==> src/rtl/vme_cmd_pkg.sv <==
// Shared types and constants for the VME A24/D16 command master.
package vme_cmd_pkg;

  typedef enum logic [2:0] {
    ST_IDLE,
    ST_SETUP,
    ST_STROBE,
    ST_RELEASE,
    ST_DONE
  } state_t;

  localparam int CMD_RD_BIT      = 25;
  localparam int CMD_WR_BIT      = 24;
  localparam int ERR_TIMEOUT_BIT = 16;
  localparam int ERR_ILLEGAL_BIT = 17;

  localparam logic [15:0] TIMEOUT_DATA = 16'hDEAD;
  localparam logic [5:0]  DEF_AM_CODE  = 6'h39;

  // Builds the completion word reported on dat_out.
  function automatic logic [31:0] pack_result(input logic tmo, input logic ill,
                                              input logic [15:0] data);
    logic [31:0] r;
    r                  = '0;
    r[15:0]            = data;
    r[ERR_TIMEOUT_BIT] = tmo;
    r[ERR_ILLEGAL_BIT] = ill;
    return r;
  endfunction

endpackage

==> src/rtl/vme_sync2.sv <==
// Two-flop synchroniser for the asynchronous, active-low DTACK; idles released (1).
module vme_sync2 (
  input  logic clk,
  input  logic rst,
  input  logic d,
  output logic q
);

  logic q_p0;

  always_ff @(posedge clk) begin
    if (rst) begin
      q_p0 <= 1'b1;
      q    <= 1'b1;
    end else begin
      q_p0 <= d;
      q    <= q_p0;
    end
  end

endmodule

==> src/rtl/vme_cmd_master.sv <==
// VME A24/D16 master: runs one bus cycle per accepted command and reports the
// result (read data, write echo, timeout or illegal flag) with a dat_wr strobe.
module vme_cmd_master
  import vme_cmd_pkg::*;
#(
  parameter int          SETUP_CYC = 2,
  parameter int          TIMEOUT   = 255,
  parameter logic [5:0]  AM_CODE   = DEF_AM_CODE
) (
  input  logic        clk,
  input  logic        rst,
  input  logic        start,
  input  logic [31:0] cmd_reg,
  input  logic [31:0] dat_in,
  output logic        cmd_rd,
  output logic        dat_wr,
  output logic [31:0] dat_out,
  output logic [22:0] vme_addr,
  output logic [5:0]  vme_am,
  output logic        vme_as_b,
  output logic [1:0]  vme_ds_b,
  output logic        vme_write_b,
  output logic [15:0] vme_data_out,
  output logic        vme_data_oe,
  input  logic [15:0] vme_data_in,
  input  logic        vme_dtack_b
);

  state_t      state, state_n;
  logic [7:0]  cnt;
  logic        rdy_q;
  logic        op_rd_q;
  logic [22:0] addr_q;
  logic [15:0] wdata_q;
  logic [15:0] rdata_q;
  logic [31:0] dout_q, dout_n;
  logic        dtack_s;
  logic        setup_done;
  logic        tmo;
  logic        accept;
  logic        in_bus;
  logic        unused_bits;

  assign unused_bits = ^{cmd_reg[31:26], cmd_reg[0], dat_in[31:16]};

  vme_sync2 u_dtack_sync (
    .clk (clk),
    .rst (rst),
    .d   (vme_dtack_b),
    .q   (dtack_s)
  );

  assign setup_done = (int'(cnt) >= SETUP_CYC - 1);
  assign tmo        = (int'(cnt) >= TIMEOUT - 1);
  assign accept     = (state == ST_IDLE) && rdy_q && start;
  assign in_bus     = (state == ST_SETUP) || (state == ST_STROBE) || (state == ST_RELEASE);

  always_comb begin
    state_n = state;
    dout_n  = dout_q;
    case (state)
      ST_IDLE: begin
        if (accept) begin
          if (cmd_reg[CMD_RD_BIT] || cmd_reg[CMD_WR_BIT]) begin
            state_n = ST_SETUP;
          end else begin
            state_n = ST_DONE;
            dout_n  = pack_result(1'b0, 1'b1, 16'h0000);
          end
        end
      end
      ST_SETUP: begin
        // A DTACK still held by the previous slave blocks the strobe.
        if (setup_done && dtack_s) begin
          state_n = ST_STROBE;
        end else if (tmo) begin
          state_n = ST_DONE;
          dout_n  = pack_result(1'b1, 1'b0, TIMEOUT_DATA);
        end
      end
      ST_STROBE: begin
        if (!dtack_s) begin
          state_n = ST_RELEASE;
        end else if (tmo) begin
          state_n = ST_DONE;
          dout_n  = pack_result(1'b1, 1'b0, TIMEOUT_DATA);
        end
      end
      ST_RELEASE: begin
        if (dtack_s) begin
          state_n = ST_DONE;
          dout_n  = pack_result(1'b0, 1'b0, op_rd_q ? rdata_q : wdata_q);
        end else if (tmo) begin
          state_n = ST_DONE;
          dout_n  = pack_result(1'b1, 1'b0, TIMEOUT_DATA);
        end
      end
      ST_DONE: begin
        state_n = ST_IDLE;
      end
      default: begin
        state_n = ST_IDLE;
      end
    endcase
  end

  always_ff @(posedge clk) begin
    if (rst) begin
      state   <= ST_IDLE;
      cnt     <= 8'd0;
      rdy_q   <= 1'b0;
      op_rd_q <= 1'b1;
      addr_q  <= '0;
      wdata_q <= '0;
      dout_q  <= '0;
    end else begin
      state  <= state_n;
      rdy_q  <= (state_n == ST_IDLE);
      dout_q <= dout_n;
      // Counter restarts on every state entry and only runs during bus states.
      if ((state_n != state) || !in_bus) begin
        cnt <= 8'd0;
      end else begin
        cnt <= cnt + 8'd1;
      end
      if (accept) begin
        op_rd_q <= cmd_reg[CMD_RD_BIT];
        addr_q  <= cmd_reg[23:1];
        wdata_q <= dat_in[15:0];
      end
    end
  end

  always_ff @(posedge clk) begin
    if ((state == ST_STROBE) && !dtack_s && op_rd_q) begin
      rdata_q <= vme_data_in;
    end
  end

  assign cmd_rd       = rdy_q;
  assign dat_wr       = (state == ST_DONE);
  assign dat_out      = dout_q;
  assign vme_addr     = addr_q;
  assign vme_am       = AM_CODE;
  assign vme_as_b     = (state != ST_STROBE);
  assign vme_ds_b     = {2{state != ST_STROBE}};
  assign vme_write_b  = !(in_bus && !op_rd_q);
  assign vme_data_out = wdata_q;
  assign vme_data_oe  = !op_rd_q && ((state == ST_SETUP) || (state == ST_STROBE));

endmodule

==> config.mk <==
export PLATFORM = sky130hd
export DESIGN_NAME = vme_cmd_master
export DESIGN_NICKNAME = d
export VERILOG_FILES = /design/src/rtl/vme_cmd_pkg.sv /design/src/rtl/vme_sync2.sv /design/src/rtl/vme_cmd_master.sv
export SDC_FILE = /design/constraint.sdc
export NUM_CORES = 1
export LEC_CHECK = 0
export CELL_PAD_IN_SITES_DETAIL_PLACEMENT = 1
export CELL_PAD_IN_SITES_GLOBAL_PLACEMENT = 1
export CORE_MARGIN = 2
export CORE_UTILIZATION = 34
export CTS_BUF_LIST = sky130_fd_sc_hd__clkbuf_4 sky130_fd_sc_hd__clkbuf_8 sky130_fd_sc_hd__clkbuf_16
export DETAILED_ROUTE_END_ITERATION = 10
export HOLD_SLACK_MARGIN = 0.12
export PLACE_DENSITY_LB_ADDON = 0.15
export SKIP_LAST_GASP = 1
export SLEW_MARGIN = 20
export SYNTH_ARGS = -nofsm -noshare
export SYNTH_HDL_FRONTEND = slang
export SYNTH_SLANG_ARGS = --single-unit
==> constraint.sdc <==
create_clock -name clk -period 6.55 [get_ports clk]
set_input_delay 1.31 -clock clk [delete_from_list [all_inputs] [get_ports clk]]
set_output_delay 1.31 -clock clk [all_outputs]
set_load 0.05 [all_outputs]
Run 1, cell placement:
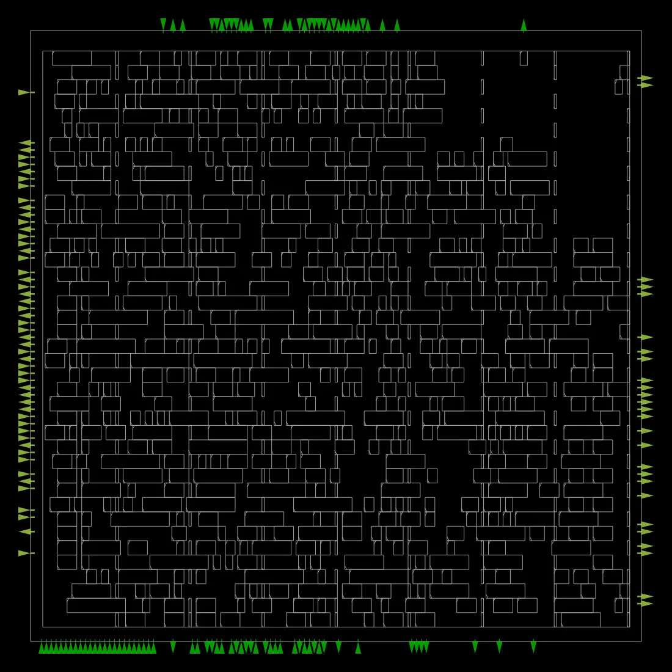
number of standard cells in the layout, taps in and fillers out: 737
flop count: 102

Run 1, placement by cell class:
Drawn at 2 px/um.
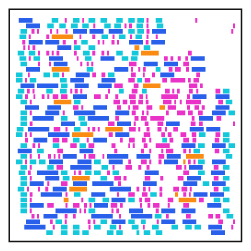
blue -> flip-flops  # cells 102
orange -> clock drivers and dummy loads  # cells 16
cyan -> other buffers and delay cells  # cells 144
magenta -> all other logic  # cells 307

Run 1, register map, names as in the netlist:
Drawn at 2 px/um.
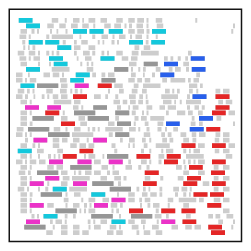
cyan -> vme_addr  # sequential cells 23
magenta -> vme_data_out  # sequential cells 16
red -> dat_out  # sequential cells 32
blue -> cnt  # sequential cells 8
not colored = 23

==> design notes, run 1 <==
Non-clock inverters in the final layout number 12. Per the post-CTS timing run, clock transition at the registers of the reported paths is 0.07 ns. The worst-case max-slew headroom was logged as 35.4%.

The first global-routing pass estimated 19.6 mm of wire. Sequential elements use 52.2% of the synthesized area. Per STA, the highest per-stage delay on the worst path measures 0.76 ns. Max-slew check failures listed in the final report amount to 0. Walking the worst path, the cells encountered are nor2_1 -> or3_1 -> clkdlybuf4s50_1.

The run gives 2200 sq um as the footprint of the flip-flops and latches. The switching component of the power was 0.000494 W. The most common logic cell in the final layout is sky130_fd_sc_hd__clkdlybuf4s50_1.

Final cell area excluding filler cells: 5980 sq um. The run gives 35.0% for the starting density of the core. The largest net degree at the start of global routing was 82. The worst voltage drop across the vdd grid was 0.137 mV; the fraction of power spent switching nets was 30.5%. met2 track demand over resource after global routing is 31.3%. The highest-power group was sequential cells. Mean post-synth cell area: 9.41 sq um. The run gives 1 for the cell depth of the worst min-delay path. The tools report the overall routing resource usage as 19.0%.

The layout overhead on the synthesized area was 41.9%. In the final layout, non-clock buffers account for 23.8% of the cell area. Detailed routing inserted a total of 3707 vias. Across the routed clock network, the largest skew measured is 0.00524 ns. With the number of unique standard cell types used by synthesis at 51, the number of inserted diodes is 0. The count of maximum capacitance violations is 0. 295 cells are multi-input combinational gates. For the count of antenna-violating nets left after detailed routing, the log shows 0.

The XOR/XNOR share of the synthesized area was 0.831%. For the worst-case register-to-register setup slack, the log shows 3.79 ns. TritonCTS built the clock tree.

The setup path with the least slack is of type flop to output pin. The start of the worst register-to-register path is state[1]. The design draws 0.00162 W.

The placement summary gives the final routability congestion estimate as 0.763. The power report puts the leakage power at 2.10 nW. The timing endpoint of the critical path was vme_write_b. In the per-layer breakdown of the detailed-route log, met1 shows 5.22 mm.

The cell depth of the worst flop-to-flop path came out at 5. The synthesized design contains 16 enable-type register cells. The number of clock sinks came to 102. The run gives 0.432 ns for the worst hold margin. The final timing report derives a shortest allowable period of 3.74 ns. The initial antenna violation count is 0, and the maximum net fanout on the critical path is 19. Gates resized during post-CTS repair numbered 0.

The total overflow left after global routing is 0. The placed cell area is 5660 sq um. Dividing the final minimum period by the clock period gives 57.1%. The worst hold path belongs to the class flop to flop. Per report_power, the Clock row totals 0.000577 W. After layout, the clock buffer instance count stands at 10. The class occupying the most area after layout is reported as sequential cells. For reference, the top cells by count after synthesis are sky130_fd_sc_hd__dfxtp_1 (86), sky130_fd_sc_hd__nand2_1 (85), sky130_fd_sc_hd__a21oi_1 (48), sky130_fd_sc_hd__clkbuf_1 (25). Summing the areas of all fa, ha and maj instances in the mapped netlist gives 1.19% of the synthesized area. The cell chosen for the clock root is sky130_fd_sc_hd__clkbuf_16. Looking at the reg2reg group, the worst path ends at cnt[5].

The worst hold path begins at u_dtack_sync.q_p0. At the end of the flow the core is filled with cells to 49.6%. The run finished with clean final reports.

In this run the horizontal extent of the chip is 115 um. The highest clock rate this design can be run at is 267 MHz. Setup repair after global routing left no endpoint under its margin. The share of final layout cell area taken by clock buffers and inverters works out to 5.31%.

With the maximum clock path buffer count at 2, the AND-OR/OR-AND share of the synthesized area is 14.1%. The main flop type after synthesis was sky130_fd_sc_hd__dfxtp_1. Global routing used 22.8% of the available met1 tracks.

Summing all multi-input logic gate instances after layout gives 1790 sq um. The worst path required time is 5.24 ns, and the violation count after the first detailed-routing iteration is 106. Looking at the power breakdown, combinational cells take 22.0% of the total.
Run 1, wires at chosen ports, followed through buffers:
Drawn at 4 px/um.
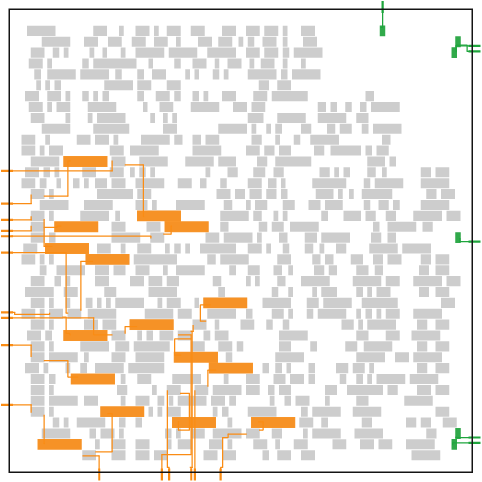

==> run 2, diff against run 1 <==
CORE_UTILIZATION = 29   (was 34)
clock period = 3.02 ns   (was 6.55 ns; I/O delays follow)
Run 2, wires at chosen ports, followed through buffers:
Drawn at 4 px/um.
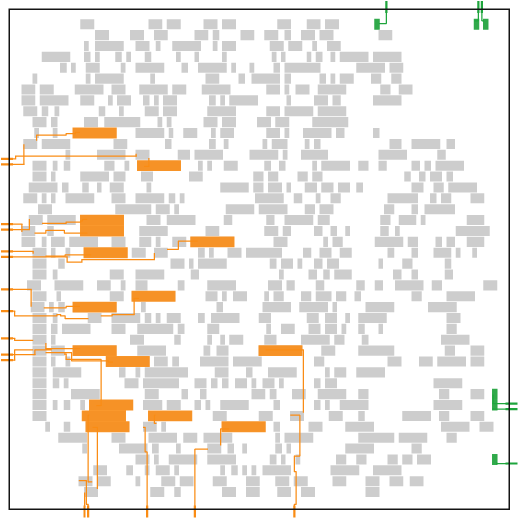
green -> vme_am  # direction output, end cells 6, buffers 0, wire 23.3 um
orange -> vme_data_in  # direction input, end cells 16, buffers 16, wire 438 um

==> design notes, run 2 <==
The XOR/XNOR share of the synthesized area came out at 0.831% (unchanged). The flow ran to the end, and the final reports show no timing, DRC or antenna violations. The met2 usage was 28.0% (-3.2 points). The floorplan step set the die height to 125 um. In this run the most critical hold path is launched from u_dtack_sync.q_p0. For the overall overflow remaining after global route, the log shows 0 (unchanged).

With the count of antenna-violating nets left after detailed routing at 0 (unchanged), the relative contribution of the clock network to total power is 33.9%. For this block, the routed nets add up to 12.6 mm of wire. The clock net sink count is 102 (unchanged). By count the netlist is led by sky130_fd_sc_hd__dfxtp_1 (86), sky130_fd_sc_hd__nand2_1 (85), sky130_fd_sc_hd__a21oi_1 (48), sky130_fd_sc_hd__clkbuf_1 (25). The AND-OR/OR-AND share of the synthesized area came out at 14.1% (unchanged).

The run gives 5740 sq um (+1.5%) as the placed cell area. After detailed routing, the met2 layer carries 6.27 mm of wire. The shortest clock period the worst path allows after layout came out at 2.86 ns.

The run gives 19.9 mm (+1.5%) for the first-pass GRT wire length. In the layout the commonest cells are sky130_fd_sc_hd__clkdlybuf4s50_1 (136), sky130_fd_sc_hd__dfxtp_1 (86), sky130_fd_sc_hd__nand2_1 (85). The kind of path behind the tightest hold check is flop to flop.

The start of the worst register-to-register path is cnt[0]. Horizontal extent of the die: 125 um (+8.0%). The number of unique standard cell types used by synthesis is 51 (unchanged), and the part of the cycle the worst path needs is 94.6%. The worst voltage drop across the vdd grid is 0.308 mV (+120%), and the slew of the pin with the lowest slew margin is 1.15 ns. The maximum net fanout on the critical path was 14 (-5); the worst clock skew was 0.00838 ns (+0.00314 ns). The run gives 125 (+18%) for the violation count after the first detailed-routing iteration. Per STA, the endpoint of the critical path is dat_wr.

Per the area breakdown, the dominant cell category is sequential cells. For the wire length on met1, the log shows 5.49 mm (+5.3%). The logs give 0 (unchanged) for the number of inserted diodes and 0.00106 W (+110%) for the switching component of the power. Worst hold margin: 0.422 ns (-0.0101 ns). For the starting density of the core, the log shows 29.4% (-5.6 points).

TritonCTS built the clock tree. The worst setup path is of the flop to output pin kind. The run gives 295 (unchanged) for the number of multi-input logic gates.

The run gives 24.5% (+0.77 points) for the buffer share of cell area. The worst-case register-to-register setup slack is 0.46 ns (-3.33 ns). The clock network power was 0.00117 W (+100%); the static power due to leakage was 2.14 nW (+1.6%). Relative to the synthesized area, the layout overhead comes to 43.2%.

The run gives 0.80 ns (+0.04 ns) for the largest stage delay on the critical path. The initial antenna violation count was 0 (unchanged). The most common cell after layout, fill and taps aside was sky130_fd_sc_hd__clkdlybuf4s50_1.

Setup repair after global routing left no endpoint under its margin. The run gives 2.42 ns (-2.82 ns) as the worst path required time. The final layout contains 657 nets.

The number of enable flip-flop cells was 16 (unchanged). CTS placed an instance of sky130_fd_sc_hd__clkbuf_16 at the clock tree root. With the fraction of met1 tracks used by global routing at 18.9% (-3.9 points), the count of maximum capacitance violations is 0 (unchanged). The total power of the final layout is 0.00345 W (+110%), and the cell depth of the worst flop-to-flop path is 7 (+2).

Static timing analysis puts the maximum clock frequency at 350 MHz. With the multi-input combinational cell area at 1790 sq um (about the same), the clock transition time at the flip-flop clock pins of the worst setup and hold paths is 0.07 ns (about the same). Walking the worst path, the cells encountered are buf_4 -> nor2_1 -> and2_1 -> clkdlybuf4s50_1. The number of gates given a new drive strength after cts came out at 0 (unchanged).

The post-synthesis adder-cell area fraction is 1.19% (unchanged), and the fraction of power spent switching nets is 30.6% (+0.15 points). Combinational share of power: 22.9% (+0.9 points). Per the synth stats, the flop cell with the highest instance count is sky130_fd_sc_hd__dfxtp_1. The largest net degree at the start of global routing was 60 (-27%); the non-clock inverter total of the final layout was 12 (unchanged).

The run gives 2 (unchanged) as the maximum clock path buffer count. The sequential-cell power consumption is 0.00149 W, and the final cell area excluding filler cells is 6040 sq um (+0.94%). Looking at the group totals, the largest power group turns out to be sequential cells.

The cell depth of the worst min-delay path is 1 (unchanged), and the mean post-synth cell area is 9.41 sq um (unchanged). Yosys printed 0 warnings. The footprint of the flip-flops and latches was 2200 sq um (unchanged). The flow reports power dissipated in combinational cells as 0.000789 W. The overall via count from detail_route was 3679 (-0.76%); the number of clock buffers in the layout was 11 (+1).

The post-layout instance count excluding filler cells is 758 (+2.8%), and the final hold violation count is 0. The remaining max-slew budget at the tightest pin was 22.9% (-12 points). For reference, the mux area share after synthesis is 3.80%. Via count of the first global-routing pass: 3744.

Fraction of the yosys area taken by sequential cells: 52.2% (unchanged). Share of final layout cell area taken by clock buffers and inverters: 4.89% (-0.42 points). The number of pins exceeding their max-slew limit in the final report was 0 (unchanged); the overall routing resource usage was 16.1% (-2.9 points).

The run gives 102 (unchanged) for the number of flip-flops and latches. The endpoint identified for the worst register-to-register timing path is cnt[1]. The last weighted congestion value of the routability-driven placer was 0.745 (-2.4%).
Run 2, cell placement:
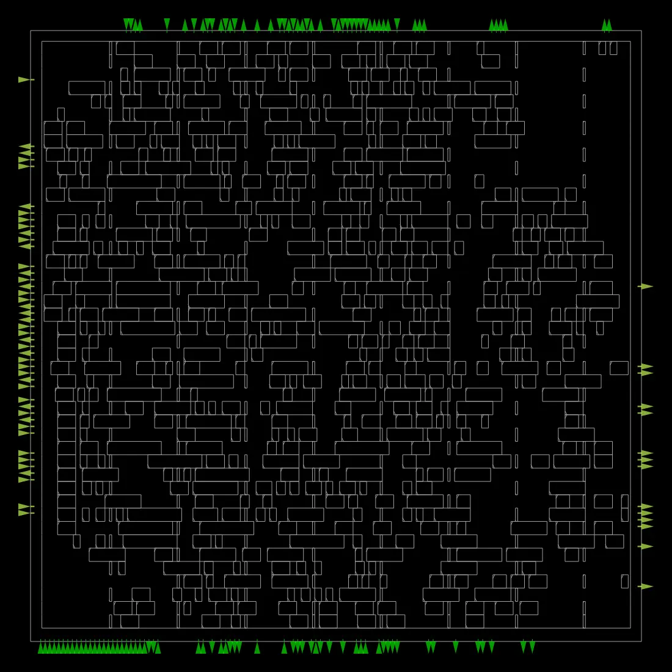
Std-Cell Rows: 44
area of the core region: 14400 sq um
n_taps: 184
post-layout util: 42.0%
total of fill cells in the finished design: 1647

Power is estimated from default activity; no workload was simulated.
